$ cat src/rtl/uart_pkg.sv
// Shared definitions for the memory-mapped UART transmitter.
package uart_pkg;

   // Register byte offsets from the window base
   localparam logic [31:0] UART_DATA_OFS = 32'h0000_0000;
   localparam logic [31:0] UART_STAT_OFS = 32'h0000_0004;

   // STATUS register bit positions
   localparam int unsigned ST_FULL    = 0;
   localparam int unsigned ST_EMPTY   = 1;
   localparam int unsigned ST_BUSY    = 2;
   localparam int unsigned ST_OVF     = 3;
   localparam int unsigned ST_CNT_LSB = 8;
   localparam int unsigned ST_CNT_W   = 8;

   // Serialiser states
   typedef enum logic [1:0] {
      S_IDLE  = 2'd0,
      S_START = 2'd1,
      S_DATA  = 2'd2,
      S_STOP  = 2'd3
   } uart_state_t;

endpackage

$ cat src/rtl/sync_fifo.sv
// Single-clock FIFO with combinational head output and occupancy count.
module sync_fifo #(
   parameter int unsigned WIDTH = 8,
   parameter int unsigned DEPTH = 4
) (
   input  logic                       clk,
   input  logic                       reset,
   input  logic                       push,
   input  logic                       pop,
   input  logic [WIDTH-1:0]           din,
   output logic [WIDTH-1:0]           dout,
   output logic                       full,
   output logic                       empty,
   output logic [$clog2(DEPTH):0]     count
);

   localparam int unsigned PTR_W = $clog2(DEPTH);
   localparam int unsigned CNT_W = PTR_W + 1;

   logic [WIDTH-1:0] mem_q [DEPTH];
   logic [PTR_W-1:0] wr_ptr_q, wr_ptr_d;
   logic [PTR_W-1:0] rd_ptr_q, rd_ptr_d;
   logic [CNT_W-1:0] count_q, count_d;
   logic             do_pop_c;
   logic             do_push_c;

   // A pop frees a slot in the same cycle, so a full FIFO still accepts a push alongside it
   assign do_pop_c  = pop && !empty;
   assign do_push_c = push && (!full || do_pop_c);

   assign full  = (count_q == CNT_W'(DEPTH));
   assign empty = (count_q == '0);
   assign count = count_q;
   assign dout  = mem_q[rd_ptr_q];

   // Next pointer and occupancy values
   always_comb begin
      wr_ptr_d = wr_ptr_q;
      rd_ptr_d = rd_ptr_q;
      count_d  = count_q;
      if (do_push_c) begin
         wr_ptr_d = wr_ptr_q + PTR_W'(1);
      end
      if (do_pop_c) begin
         rd_ptr_d = rd_ptr_q + PTR_W'(1);
      end
      case ({do_push_c, do_pop_c})
         2'b10:   count_d = count_q + CNT_W'(1);
         2'b01:   count_d = count_q - CNT_W'(1);
         default: count_d = count_q;
      endcase
   end

   // Pointer and count registers
   always_ff @(posedge clk or posedge reset) begin
      if (reset) begin
         wr_ptr_q <= '0;
         rd_ptr_q <= '0;
         count_q  <= '0;
      end else begin
         wr_ptr_q <= wr_ptr_d;
         rd_ptr_q <= rd_ptr_d;
         count_q  <= count_d;
      end
   end

   // Storage array; contents are don't-care until written
   always_ff @(posedge clk) begin
      if (do_push_c) begin
         mem_q[wr_ptr_q] <= din;
      end
   end

endmodule

$ cat src/rtl/uart_tx_mmio.sv
// Memory-mapped 8N1 UART transmitter: DATA/STATUS window, byte FIFO and serialiser.
module uart_tx_mmio
   import uart_pkg::*;
#(
   parameter logic [31:0] BASE_ADDR    = 32'hFFFF_0000,
   parameter int unsigned CLKS_PER_BIT = 16,
   parameter int unsigned FIFO_DEPTH   = 4
) (
   input  logic        clk,
   input  logic        reset,
   input  logic        datawrite,
   input  logic [31:0] dataaddr,
   input  logic [31:0] writedata,
   output logic [31:0] readdata,
   output logic        tx
);

   localparam int unsigned BAUD_W = $clog2(CLKS_PER_BIT);
   localparam int unsigned PTR_W  = $clog2(FIFO_DEPTH);
   localparam int unsigned CNT_W  = PTR_W + 1;

   localparam logic [BAUD_W-1:0] BAUD_LAST = BAUD_W'(CLKS_PER_BIT - 1);
   localparam logic [31:0]       DATA_ADDR = BASE_ADDR + UART_DATA_OFS;
   localparam logic [31:0]       STAT_ADDR = BASE_ADDR + UART_STAT_OFS;

   uart_state_t       state_q;
   logic [BAUD_W-1:0] baud_q;
   logic [2:0]        bit_idx_q;
   logic [7:0]        shift_q;
   logic              tx_q;
   logic              ovf_q, ovf_d;

   logic              sel_data_c;
   logic              sel_stat_c;
   logic              push_c;
   logic              stat_wr_c;
   logic              pop_c;
   logic              bit_last_c;
   logic [2:0]        next_idx_c;

   logic [7:0]        fifo_dout;
   logic              fifo_full;
   logic              fifo_empty;
   logic [CNT_W-1:0]  fifo_count;

   logic              unused_bits_c;

   // Word-granular decode of the two-register window
   assign sel_data_c = (dataaddr[31:2] == DATA_ADDR[31:2]);
   assign sel_stat_c = (dataaddr[31:2] == STAT_ADDR[31:2]);
   assign push_c     = datawrite && sel_data_c;
   assign stat_wr_c  = datawrite && sel_stat_c;

   // Byte-lane and upper data bits play no part in this block
   assign unused_bits_c = ^{writedata[31:8], dataaddr[1:0]};

   // Pop from IDLE, or on the last STOP cycle for gap-free back-to-back frames
   assign bit_last_c = (baud_q == BAUD_LAST);
   assign pop_c      = !fifo_empty &&
                       ((state_q == S_IDLE) || ((state_q == S_STOP) && bit_last_c));
   assign next_idx_c = bit_idx_q + 3'd1;

   sync_fifo #(
      .WIDTH (8),
      .DEPTH (FIFO_DEPTH)
   ) u_fifo (
      .clk   (clk),
      .reset (reset),
      .push  (push_c),
      .pop   (pop_c),
      .din   (writedata[7:0]),
      .dout  (fifo_dout),
      .full  (fifo_full),
      .empty (fifo_empty),
      .count (fifo_count)
   );

   // Sticky overflow: set by a dropped push, cleared by any STATUS store
   always_comb begin
      ovf_d = ovf_q;
      if (stat_wr_c) begin
         ovf_d = 1'b0;
      end else if (push_c && fifo_full && !pop_c) begin
         ovf_d = 1'b1;
      end
   end

   // Overflow flag register
   always_ff @(posedge clk or posedge reset) begin
      if (reset) begin
         ovf_q <= 1'b0;
      end else begin
         ovf_q <= ovf_d;
      end
   end

   // Serialiser: line value is registered and changes on the same edge as the state
   always_ff @(posedge clk or posedge reset) begin
      if (reset) begin
         state_q   <= S_IDLE;
         baud_q    <= '0;
         bit_idx_q <= '0;
         shift_q   <= '0;
         tx_q      <= 1'b1;
      end else begin
         case (state_q)
            S_IDLE: begin
               tx_q <= 1'b1;
               if (pop_c) begin
                  shift_q <= fifo_dout;
                  baud_q  <= '0;
                  tx_q    <= 1'b0;
                  state_q <= S_START;
               end
            end
            S_START: begin
               if (bit_last_c) begin
                  baud_q    <= '0;
                  bit_idx_q <= '0;
                  tx_q      <= shift_q[0];
                  state_q   <= S_DATA;
               end else begin
                  baud_q <= baud_q + BAUD_W'(1);
               end
            end
            S_DATA: begin
               if (bit_last_c) begin
                  baud_q <= '0;
                  if (bit_idx_q == 3'd7) begin
                     tx_q    <= 1'b1;
                     state_q <= S_STOP;
                  end else begin
                     bit_idx_q <= next_idx_c;
                     tx_q      <= shift_q[next_idx_c];
                  end
               end else begin
                  baud_q <= baud_q + BAUD_W'(1);
               end
            end
            S_STOP: begin
               if (bit_last_c) begin
                  baud_q <= '0;
                  if (pop_c) begin
                     shift_q <= fifo_dout;
                     tx_q    <= 1'b0;
                     state_q <= S_START;
                  end else begin
                     tx_q    <= 1'b1;
                     state_q <= S_IDLE;
                  end
               end else begin
                  baud_q <= baud_q + BAUD_W'(1);
               end
            end
            default: begin
               tx_q    <= 1'b1;
               baud_q  <= '0;
               state_q <= S_IDLE;
            end
         endcase
      end
   end

   assign tx = tx_q;

   // Zero-latency load data; zero outside the window and for DATA
   always_comb begin
      readdata = '0;
      if (sel_stat_c) begin
         readdata[ST_FULL]                   = fifo_full;
         readdata[ST_EMPTY]                  = fifo_empty;
         readdata[ST_BUSY]                   = (state_q != S_IDLE);
         readdata[ST_OVF]                    = ovf_q;
         readdata[ST_CNT_LSB +: ST_CNT_W]    = ST_CNT_W'(fifo_count);
      end
   end

endmodule
$ cat config.mk
export PLATFORM = sky130hd
export DESIGN_NAME = uart_tx_mmio
export DESIGN_NICKNAME = d
export VERILOG_FILES = /design/src/rtl/uart_pkg.sv /design/src/rtl/sync_fifo.sv /design/src/rtl/uart_tx_mmio.sv
export SDC_FILE = /design/constraint.sdc
export NUM_CORES = 1
export LEC_CHECK = 0
export CELL_PAD_IN_SITES_DETAIL_PLACEMENT = 0
export CELL_PAD_IN_SITES_GLOBAL_PLACEMENT = 1
export CORE_MARGIN = 4
export CORE_UTILIZATION = 35
export DETAILED_ROUTE_END_ITERATION = 16
export PLACE_DENSITY = 0.75
export SKIP_CTS_REPAIR_TIMING = 1
export SLEW_MARGIN = 20
export SYNTH_ARGS = -nofsm -noshare
export SYNTH_HDL_FRONTEND = slang
export SYNTH_HIERARCHICAL = 1
export SYNTH_SLANG_ARGS = --single-unit
$ cat constraint.sdc
create_clock -name clk -period 4.14 [get_ports clk]
set_clock_uncertainty 0.2 [all_clocks]
set_input_delay 0.414 -clock clk [delete_from_list [all_inputs] [get_ports clk]]
set_output_delay 0.414 -clock clk [all_outputs]
set_load 0.005 [all_outputs]
==> flow_metrics.py, run 1 <==
# Flow results
metrics = {
    "outcome": {
        "status": "completed",
    },
    "synthesis": {
        "avgSynthCellArea_um2": 13.3,
        "ys_cells": 230,
        "yosys_warnings": 6,
        "ys_area_um2": 3050,
        "top_logic_kind": "multiplexers",
        "synthCells": 230,
        "synth-simple-area-share": 0.115,
        "ys_seq_frac": 0.529,
        "edf_count": 32,
        "syn-cell-area_um2": 3050,
        "ys_sh_mux": 0.125,
        "area_leaders": "edfxtp_1 (32%), dfrtp_1 (21%), buf_4 (6.2%)",
        "fa_ha_area_frac": 0.0599,
        "async_reset_ff_frac": 0.448,
        "synth_flops": 58,
        "ff_type": "edfxtp_1",
        "ys_sh_xor": 0.0172,
        "top_cell_area_share": 0.315,
        "synth_cell_type_count": 55,
        "aoi_share": 0.0673,
        "yosys.area.top_type": "edfxtp_1",
    },
    "place": {
        "gp_congestion": 0.796,
        "numPortBuffers": 48,
        "dp_worst_setup_slack_ns": 1.09,
        "post-dp-hpwl_um": 4040,
    },
    "worst_setup_path": {
        "cpPeakStageDelay_ns": 0.53,
        "r2r-start": "state_q[0]",
        "slowest_stage": "clkdlybuf4s50_1",
        "crit_type": "in -> out",
        "crit_chain": "clkdlybuf4s50_1, nand4_1, nor4_2, and3_1, and2_1, clkdlybuf4s50_1",
        "cp.required_ns": 3.53,
        "crit_family": "buffers and inverters",
        "critPathMostFrequentCell": "clkdlybuf4s50_1",
        "path_buffers": 2,
        "startpoint_type": "primary input",
        "critPathArrivalTime_ns": 2.36,
        "critical_path.endpoint_type": "output pin",
        "cp_max_fo": 7,
        "cp-startpoint": "dataaddr[23]",
    },
    "sta": {
        "rsz0062_at_grt": "false",
        "layout_worst_path_cycle_share": 0.719,
        "fin_setup_tns_ns": 0,
        "tightest_slew_ns": 0.738,
        "fin_crit_ns": 2.98,
        "setup_viol": 0,
        "relSlewSlack": 0.507,
        "maxSlewViolCount": 0,
        "hold_viol": 0,
        "worst_slack_ns": 1.16,
        "max_clock_freq_mhz": 336,
    },
    "grt": {
        "grt_pass1_wl_um": 8560,
        "grt_overflow": 0,
        "antenna_found_initial": 0,
        "grt_max_degree": 20,
        "grt_pass1_vias": 1845,
    },
    "finish": {
        "area_delta_synth_final_pct": 21.7,
        "comb_area_um2": 1270,
        "antennaDiodeCount": 0,
        "regArea_um2": 1610,
        "layout.nets": 365,
        "lay_top_cells": "clkdlybuf4s50_1 (48), edfxtp_1 (32), conb_1 (25), dfrtp_1 (25), ha_1 (13)",
        "fillCellCount": 775,
        "mostFrequentLayoutCell": "clkdlybuf4s50_1",
        "layout-drive-gt1-share": 0.166,
    },
    "cts": {
        "cts_tree": "yes",
        "clockBufferDepth": 2,
        "htreeDepth": 3,
        "cts_num_sinks": 58,
        "numCtsBuffers": 9,
        "root_buffer": "clkbuf_8",
        "clkTransAtPathRegs_ns": 0.06,
        "clk_latency_ns": 0.33,
    },
    "die": {
        "pin_count": 100,
        "fp-utilization": 0.365,
        "dieHeight_um": 101,
        "rows": 33,
        "die-area_um2": 10300,
        "die_w_um": 101,
        "core_um2": 8340,
    },
    "flow_run": {
        "drv_cap": 0,
        "warnings": 59,
    },
    "power": {
        "internal-power_uw": 858,
        "p_comb_frac": 0.049,
        "seq_power_share": 0.559,
        "p_per_area_nw_per_um2": 295,
        "p_leak_nw": 1.46,
        "sw_frac_of_total": 0.215,
        "power_switching_uw": 235,
        "clkPwrFrac": 0.393,
        "vdd_drop_max_mv": 0.179,
    },
    "route": {
        "drt.antenna.violating_nets": 0,
        "drc": 0,
        "drtIter0Drc": 47,
        "viasPerCell": 4.59,
        "dr.pass1.iters": 4,
    },
    "hold_path": {
        "min_path_type": "in -> async",
    },
}
[run 1: worst paths after layout]
| kind | cells past startpoint | end | slack (ns) |
|---|---|---|---|
| max | 6 | readdata[9] | 1.16 |
| min | 2 | u_fifo/wr_ptr_q[1] | 0.20 |
| max reg2reg | 12 | u_fifo/count[2] | 1.17 |
| min reg2reg | 2 | tx | 0.27 |
| max in group asynchronous | 2 | bit_idx_q[1] | 2.87 |
| min in group clk | 2 | tx | 0.27 |
[run 1: worst reg2reg max path, cell delays in order (launching register included)]
cell and delay (ns):
dfrtp_1 0.39, inv_1 0.12, ha_1 0.31, a41oi_1 0.36, nor2_1 0.16, o21a_4 0.27
inv_1 0.06, ha_1 0.18, inv_1 0.06, fa_1 0.38, xor2_1 0.15, nor2_1 0.12
xor2_1 0.15
[run 1: stage by stage]
step	hold slack, ns	cells	power (mW)	utilization	cell area [µm²]
floorplan	0.0174	254	0.650	-	3140
global placement	0.266	378	0.674	0.424	3540
detailed placement	0.267	378	0.675	0.424	3540
CTS	0.187	394	1.11	0.445	3710
global route	0.194	394	1.15	0.445	3710
finish	0.204	394	1.09	0.445	3710
[run 1: cell usage after synthesis, types with 3 or more instances]
cell / count
a22o_1: 5
and2_1: 8
and2_2: 4
and3_1: 4
buf_4: 25
dfrtp_1: 25
edfxtp_1: 32
ha_1: 13
inv_1: 11
mux2_2: 10
mux2i_1: 5
mux4_2: 8
nand2_1: 10
nand4_1: 3
nor2_1: 9
nor3_1: 3
nor4_1: 4
o21ai_0: 5
xnor2_1: 3
xor2_1: 3
[run 1: final cells by class]
type                    instances  share of cell area
multi-input cells             155               0.341
clock inverters                 7              0.0125
flip-flops and latches         58               0.435
clock buffers                   9              0.0334
inverters                      11              0.0111
repair buffers                 49               0.132
well taps                     105              0.0354
[run 1: sequential cells by signal, summed over array words and instances, names as in the netlist]
register         flops
bit_idx_q            3
u_fifo/count         3
ovf_q                1
baud_q               4
state_q              2
u_fifo/rd_ptr_q      2
u_fifo/wr_ptr_q      2
u_fifo/mem_q        32
shift_q              8
tx                   1
[run 1: power by group through the flow]
stage	Sequential, mW	Clock (mW)	Combinational, mW
final	0.610	0.429	0.0531
after global routing	0.610	0.480	0.0588
after CTS	0.610	0.447	0.0535
after detailed placement	0.622	0	0.0533
after global placement	0.622	0	0.0524
after floorplan	0.622	0	0.0279
[run 1: layer usage]
| layer | routed length (µm) | share of wire | track usage |
|---|---|---|---|
| met2 | 2740 | 0.52 | 0.186 |
| met3 | 210 | 0.040 | 0.0406 |
| met1 | 2200 | 0.42 | 0.126 |
| met4 | 95 | 0.018 | 0.0460 |
| met5 | 0 | 0 | 0 |
[run 1: cells by family after synthesis]
family / count (synthesis)
flops: 58
simple gates: 59
compound gates: 26
other cells: 1
fa+ha+maj: 14
xor+xnor: 6
buf+inv: 41
mux: 25
==> run_1/m1.png <==
Supply wires on this layer in gray.
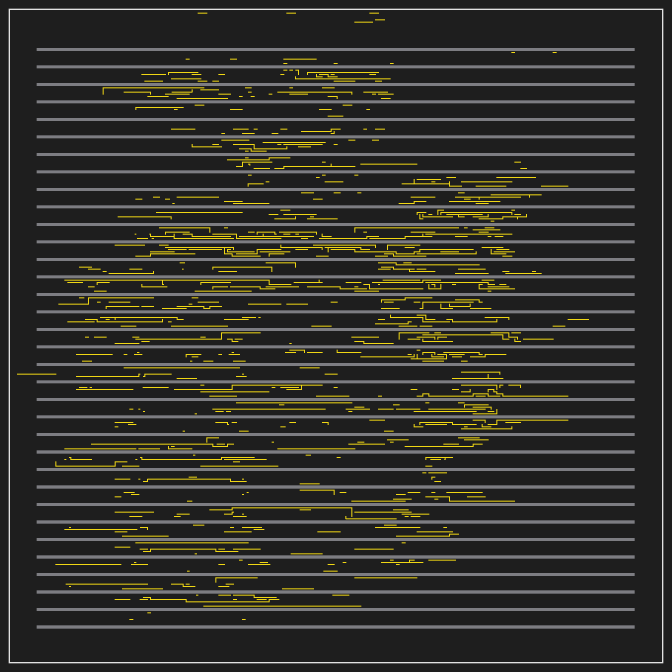
main direction = horizontal
nets with wire on the layer = 284
longest straight run = 31.7 µm
share of all routed wire = 42%
wire length on this layer = 2,200 µm
global-route met1 utilization: 0.126
vias: 1,809
WL final: 5250 µm

==> run_1/congestion_map.png <==
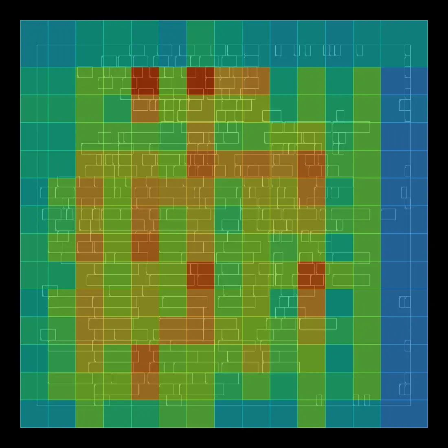
gr busiest metal: met2
DR WL/cell: 13.3 µm
M2 GR Usage: 0.186
Final Util: 0.445
gr usage total: 0.110

==> run_1/class_map.png <==
Bar = 20 µm. Fill, decap, tap and diode cells in gray.
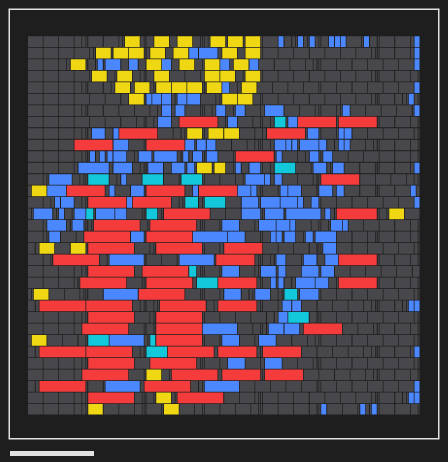
remaining buffers and delay cells -> yellow  # cells 49, share of their area 14%
clock drivers and dummy loads -> cyan  # cells 16, share of their area 4.8%
registers -> red  # cells 58, share of their area 45%
remaining logic cells -> blue  # cells 166, share of their area 37%

==> run_1/util_map.png <==
10 x 10 tiles, from white (low) to dark blue (high), 0 to 100% covered.
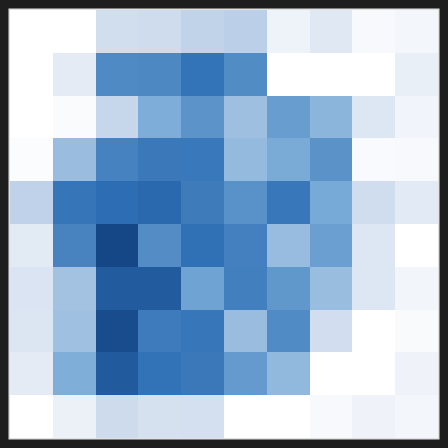

==> run 2, diff against run 1 <==
==> constraint.sdc (replaced) <==
create_clock -name clk -period 2.85 [get_ports clk]
set_clock_uncertainty 0.2 [all_clocks]
set_input_delay 0.285 -clock clk [delete_from_list [all_inputs] [get_ports clk]]
set_output_delay 0.285 -clock clk [all_outputs]
set_load 0.005 [all_outputs]
==> run_2/util_map.png <==
10 x 10 tiles, from white (low) to dark blue (high), 0 to 100% covered.
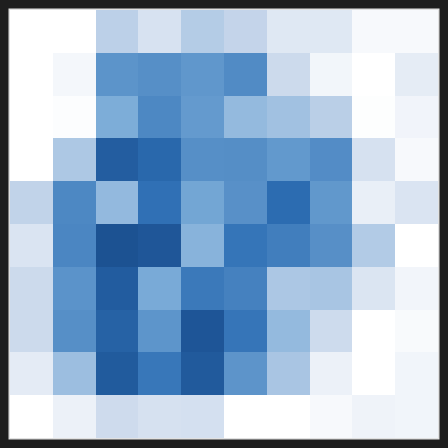
mean over tiles = 36%
tiles over 75% full = 10%
emptiest ninth of the die = bottom right
nearly empty tiles = 14%
densest ninth of the die = middle
floorplan utilization: 0.365
Final Util: 0.454
Placeable Area: 8340 µm²

==> flow_metrics.py, run 2 <==
# Flow results
metrics = {
    "synthesis": {
        "yosys.area.top_type": "edfxtp_1",
        "synth_flops": 58,
        "top_cell_area_share": 0.315,
        "ys_area_um2": 3050,
        "synth_cell_type_count": 55,
        "area_leaders": "edfxtp_1 (32%), dfrtp_1 (21%), buf_4 (6.2%)",
        "async_reset_ff_frac": 0.448,
        "avgSynthCellArea_um2": 13.3,
        "syn-cell-area_um2": 3050,
        "yosys_warnings": 6,
        "top_cell": "edfxtp_1",
        "ff_type": "edfxtp_1",
        "ys_seq_frac": 0.529,
    },
    "sta": {
        "setup_viol": 0,
        "fin_crit_ns": 2.70,
        "layout_worst_path_cycle_share": 0.948,
        "hold_viol": 0,
        "relSlewSlack": 0.500,
        "hold_slack_ns": 0.0625,
        "worst_slack_ns": 0.147,
        "max_clock_freq_mhz": 370,
        "fin_setup_tns_ns": 0,
    },
    "grt": {
        "grt_pass1_wl_um": 9070,
        "grtUsageMet1": 0.141,
        "use_met2": 0.185,
        "grt_util_met3": 0.0406,
        "antenna_found_initial": 0,
        "grt_pass1_vias": 1886,
        "top_usage_layer": "met2",
        "track_usage": 0.115,
    },
    "outcome": {
        "status": "completed",
    },
    "finish": {
        "layout.nets": 372,
        "antennaDiodeCount": 0,
        "fillCellCount": 778,
        "final_cells": 400,
        "max_flop_register": "u_fifo/mem_q",
        "mostFrequentLayoutCell": "clkdlybuf4s50_1",
        "area_delta_synth_final_pct": 24.2,
        "largest_reg_flops": 32,
        "design_area_um2": 3780,
        "top_regs": "u_fifo/mem_q x32, shift_q x8, baud_q x4",
        "lay_top_cells": "clkdlybuf4s50_1 (48), edfxtp_1 (32), conb_1 (25), dfrtp_1 (25), ha_1 (13)",
    },
    "power": {
        "vdd_drop_max_mv": 0.336,
        "power_switching_uw": 350,
        "clkPwrFrac": 0.425,
        "p_per_area_nw_per_um2": 443,
        "design_power_total_mw": 1.68,
        "p_leak_nw": 1.50,
        "seq_power_share": 0.528,
        "internal-power_mw": 1.33,
        "p_comb_frac": 0.046,
    },
    "die": {
        "dieHeight_um": 101,
        "die-area_um2": 10300,
        "die_w_um": 101,
        "pin_count": 100,
        "rows": 33,
    },
    "cts": {
        "cts_num_sinks": 58,
        "numCtsBuffers": 9,
        "htreeDepth": 3,
        "root_buffer": "clkbuf_8",
        "clk_latency_ns": 0.33,
        "clkTransAtPathRegs_ns": 0.06,
    },
    "place": {
        "post-dp-hpwl_um": 4200,
        "numPortBuffers": 48,
        "place_area_um2": 3590,
        "dp_worst_setup_slack_ns": -0.00671,
        "dp_cells": 385,
    },
    "route": {
        "dr.pass1.iters": 4,
        "drt-total-wl_um": 5580,
        "wl_per_cell_um": 13.9,
        "viasPerCell": 4.62,
        "drt.antenna.violating_nets": 0,
        "drc": 0,
    },
    "hold_path": {
        "min_path_type": "in -> async",
    },
    "worst_setup_path": {
        "cp_max_fo": 7,
        "critical_path.endpoint_type": "output pin",
        "crit_type": "in -> out",
        "startpoint_type": "primary input",
    },
    "flow_run": {
        "drv_cap": 0,
        "warnings": 59,
    },
}
==> run 2: worst max-delay path, cell delays in order <==
cell and delay, ns:
clkdlybuf4s50_1 0.47, nand4_1 0.10, nor4_2 0.38, and3_1 0.31, nor2b_1 0.16, clkdlybuf4s50_1 0.52
==> run 2: final timing paths <==
| check | from | to | slack (ns) | depth (start not counted) |
|---|---|---|---|---|
| min in group clk | tx | tx | 0.27 | 2 |
| setup reg to reg | state_q[0] | u_fifo/count[2] | 0.15 | 12 |
| hold reg to reg | tx | tx | 0.27 | 2 |
| max in group asynchronous | reset | ovf_q | 1.71 | 2 |
| setup / recovery | dataaddr[17] | readdata[2] | 0.15 | 6 |
| hold / removal | reset | u_fifo/rd_ptr_q[0] | 0.06 | 2 |
==> run 2: cell families after synthesis <==
group | count (synthesis) | share of synthesized area
simple gates | 59 | 0.115
flops | 58 | 0.529
buf+inv | 41 | 0.0850
compound gates | 26 | 0.0673
mux | 25 | 0.125
fa+ha+maj | 14 | 0.0599
xor+xnor | 6 | 0.0172
other cells | 1 | 0.00123
==> run 2: layout make-up <==
type	instances	area (µm²)	area share
Sequential cell	58	1610	0.426
Multi-Input combinational cell	155	1280	0.337
Timing Repair Buffer	56	541	0.143
Tap cell	105	131	0.0347
Clock buffer	9	124	0.0327
Clock inverter	6	58.8	0.0155
Inverter	11	41.3	0.0109
==> run 2: power by group through the flow <==
| stage | Combinational [mW] | Sequential, mW | Clock (mW) |
|---|---|---|---|
| 2_1_floorplan | 0.0406 | 0.904 | 0 |
| 3_3_place_gp | 0.0761 | 0.903 | 0 |
| 3_5_place_dp | 0.0778 | 0.903 | 0 |
| 4_1_cts | 0.0780 | 0.886 | 0.738 |
| 5_1_grt | 0.0863 | 0.886 | 0.779 |
| 6_report | 0.0775 | 0.886 | 0.714 |
==> run 2: per-layer routing <==
| layer | wire length [µm] | vias to the layer above |
|---|---|---|
| li1 | - | 908 |
| met1 | 2440 | 897 |
| met2 | 2840 | 34 |
| met3 | 215 | 8 |
| met4 | 85 | 0 |
| met5 | 0 | - |
==> run_2/port_trees.png <==
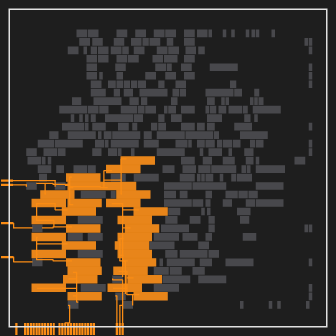

==> run 3, diff against run 2 <==
--- a/config.mk
+++ b/config.mk
@@ -8,9 +8,10 @@
 export CELL_PAD_IN_SITES_DETAIL_PLACEMENT = 0
 export CELL_PAD_IN_SITES_GLOBAL_PLACEMENT = 1
 export CORE_MARGIN = 4
-export CORE_UTILIZATION = 35
+export CORE_UTILIZATION = 36
+export CTS_CLUSTER_SIZE = 28
 export DETAILED_ROUTE_END_ITERATION = 16
-export PLACE_DENSITY = 0.75
+export PLACE_DENSITY = 0.79
 export SKIP_CTS_REPAIR_TIMING = 1
 export SLEW_MARGIN = 20
 export SYNTH_ARGS = -nofsm -noshare
==> run_3/port_trees.png <==
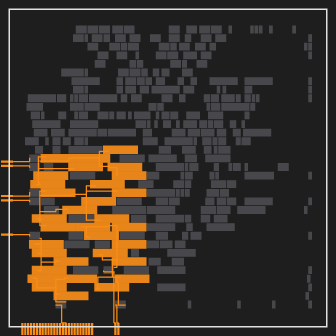
`writedata` -> orange  # direction input, end cells 32, wire 316 µm
io pins: 100
number of port buffers: 48

==> flow_metrics.py, run 3 <==
# Flow results
metrics = {
    "outcome": {
        "status": "completed",
    },
    "worst_setup_path": {
        "worst-path-stages": 7,
        "crit_family": "buffers and inverters",
        "startpoint_type": "primary input",
        "critPathArrivalTime_ns": 2.21,
        "crit_type": "in -> out",
        "crit_chain": "clkdlybuf4s50_1, nor4_1, and4b_1, buf_4, and3_1, nor2b_1, clkdlybuf4s50_1",
        "cp_max_fo": 7,
        "ff2ff_path_depth": 12,
        "critPathMostFrequentCell": "clkdlybuf4s50_1",
        "regToRegSetupSlack_ns": 0.22,
        "path_buffers": 3,
        "cp.required_ns": 2.37,
        "slowest_stage": "clkdlybuf4s50_1",
        "critical_path.endpoint_type": "output pin",
    },
    "sta": {
        "rsz0062_at_grt": "false",
        "hold_viol": 0,
        "relSlewSlack": 0.511,
        "maxSlewViolCount": 0,
        "max_clock_freq_mhz": 371,
        "tightest_slew_ns": 0.733,
        "layout_worst_path_cycle_share": 0.945,
        "fin_crit_ns": 2.69,
    },
    "die": {
        "rows": 33,
        "core_um2": 8220,
        "die_w_um": 100,
        "fp-utilization": 0.371,
        "die-area_um2": 10000,
        "dieHeight_um": 100,
    },
    "finish": {
        "area_delta_synth_final_pct": 25.3,
        "antennaDiodeCount": 0,
        "final_util": 0.465,
        "top_regs": "u_fifo/mem_q x32, shift_q x8, baud_q x4",
        "design_area_um2": 3820,
        "fillCellCount": 745,
        "lay_top_cells": "clkdlybuf4s50_1 (48), edfxtp_1 (32), conb_1 (25), dfrtp_1 (25), ha_1 (13)",
        "max_flop_register": "u_fifo/mem_q",
        "mostFrequentLayoutCell": "clkdlybuf4s50_1",
        "final_cells": 401,
        "layout-drive-gt1-share": 0.189,
    },
    "power": {
        "p_per_area_nw_per_um2": 471,
        "design_power_total_mw": 1.80,
        "vdd_drop_max_mv": 0.484,
        "p_leak_nw": 1.53,
    },
    "synthesis": {
        "yosys.area.top_type": "edfxtp_1",
        "aoi_share": 0.0673,
        "top_cell": "edfxtp_1",
        "avgSynthCellArea_um2": 13.3,
        "ys_sh_xor": 0.0172,
        "ys_cells": 230,
        "top_cell_area_share": 0.315,
        "ys_sh_mux": 0.125,
        "syn-cell-area_um2": 3050,
        "ys_seq_frac": 0.529,
        "area_leaders": "edfxtp_1 (32%), dfrtp_1 (21%), buf_4 (6.2%)",
        "synth_cell_type_count": 55,
        "fa_ha_area_frac": 0.0599,
        "synthCells": 230,
        "yosys-top-cells-count": "edfxtp_1 (32), buf_4 (25), dfrtp_1 (25), ha_1 (13), inv_1 (11)",
        "top_logic_kind": "multiplexers",
        "synth-simple-area-share": 0.115,
        "ff_type": "edfxtp_1",
        "async_reset_ff_frac": 0.448,
        "edf_count": 32,
        "ys_area_um2": 3050,
        "synth_flops": 58,
    },
    "flow_run": {
        "drv_cap": 0,
        "warnings": 59,
    },
    "cts": {
        "numCtsBuffers": 9,
        "clockBufferDepth": 2,
        "cts_tree": "yes",
        "root_buffer": "clkbuf_8",
        "htreeDepth": 3,
        "clk_latency_ns": 0.33,
        "cts_num_sinks": 58,
        "clkTransAtPathRegs_ns": 0.07,
    },
    "route": {
        "drt.antenna.violating_nets": 0,
        "drtIter0Drc": 39,
        "dr.pass1.iters": 4,
        "drc": 0,
        "num_vias": 1840,
        "wl_per_cell_um": 13.1,
    },
    "grt": {
        "track_usage": 0.114,
        "grtUsageMet1": 0.139,
        "top_usage_layer": "met2",
        "grt_pass1_vias": 1850,
        "grt_pass1_wl_um": 8850,
        "grt_max_degree": 20,
        "use_met2": 0.186,
        "grt_overflow": 0,
        "antenna_found_initial": 0,
    },
    "hold_path": {
        "min_path_type": "in -> async",
    },
    "place": {
        "place_area_um2": 3590,
        "gp_congestion": 0.822,
    },
}
==> run 3: final cells by class <==
type                            count  area (µm²)  share of cell area
Timing Repair Buffer               56         541               0.142
Clock inverter                      7         103              0.0269
Inverter                           11        41.3              0.0108
Tap cell                          105         131              0.0344
Multi-Input combinational cell    155        1270               0.332
Sequential cell                    58        1610               0.422
Clock buffer                        9         124              0.0324
==> run 3: path summary, 6_finish.rpt <==
path | from | endpoint
min in group clk | tx | tx
hold / removal | reset | u_fifo/rd_ptr_q[0]
setup reg to reg | state_q[0] | u_fifo/count[2]
max in group asynchronous | reset | bit_idx_q[1]
hold reg to reg | tx | tx
setup / recovery | dataaddr[13] | readdata[2]
==> run 3: per-stage QoR <==
step                setup slack (ns)  hold WS, ns
detailed placement            0.0179        0.270
floorplan                      0.148       -0.112
global placement              0.0302        0.269
CTS                            0.117       0.0109
finish                         0.156       0.0163
global route                 0.00916       0.0192
==> run 3: routing by layer <==
layer / up-vias / wire length, µm / share of wire
met5: - / 0 / 0
met4: 0 / 71 / 0.013
met3: 8 / 250 / 0.048
met2: 34 / 2730 / 0.52
met1: 883 / 2200 / 0.42
li1: 915 / - / -
==> run 3: cells by family after synthesis <==
kind of cell | Yosys count
fa+ha+maj | 14
flops | 58
simple gates | 59
compound gates | 26
buf+inv | 41
mux | 25
other cells | 1
xor+xnor | 6
==> run 3: worst register-to-register path, delay by kind of cell, from the launching register on <==
family                   cells  cell delay [ns]
flip-flops                   1             0.40
XOR/XNOR                     2             0.29
adder cells (fa/ha/maj)      3             0.76
buffers and inverters        3             0.22
AND/OR/NAND/NOR              2             0.22
AND-OR/OR-AND                2             0.48
==> run 3: report_power, final <==
| part | total (mW) | switching [mW] | internal, mW |
|---|---|---|---|
| registers | 0.886 | 0.00000000518 | 0.886 |
| logic | 0.0773 | 0.0278 | 0.0495 |
| clock network | 0.836 | 0.337 | 0.499 |
No activity file was given, so power comes from the tool's default toggle rates.
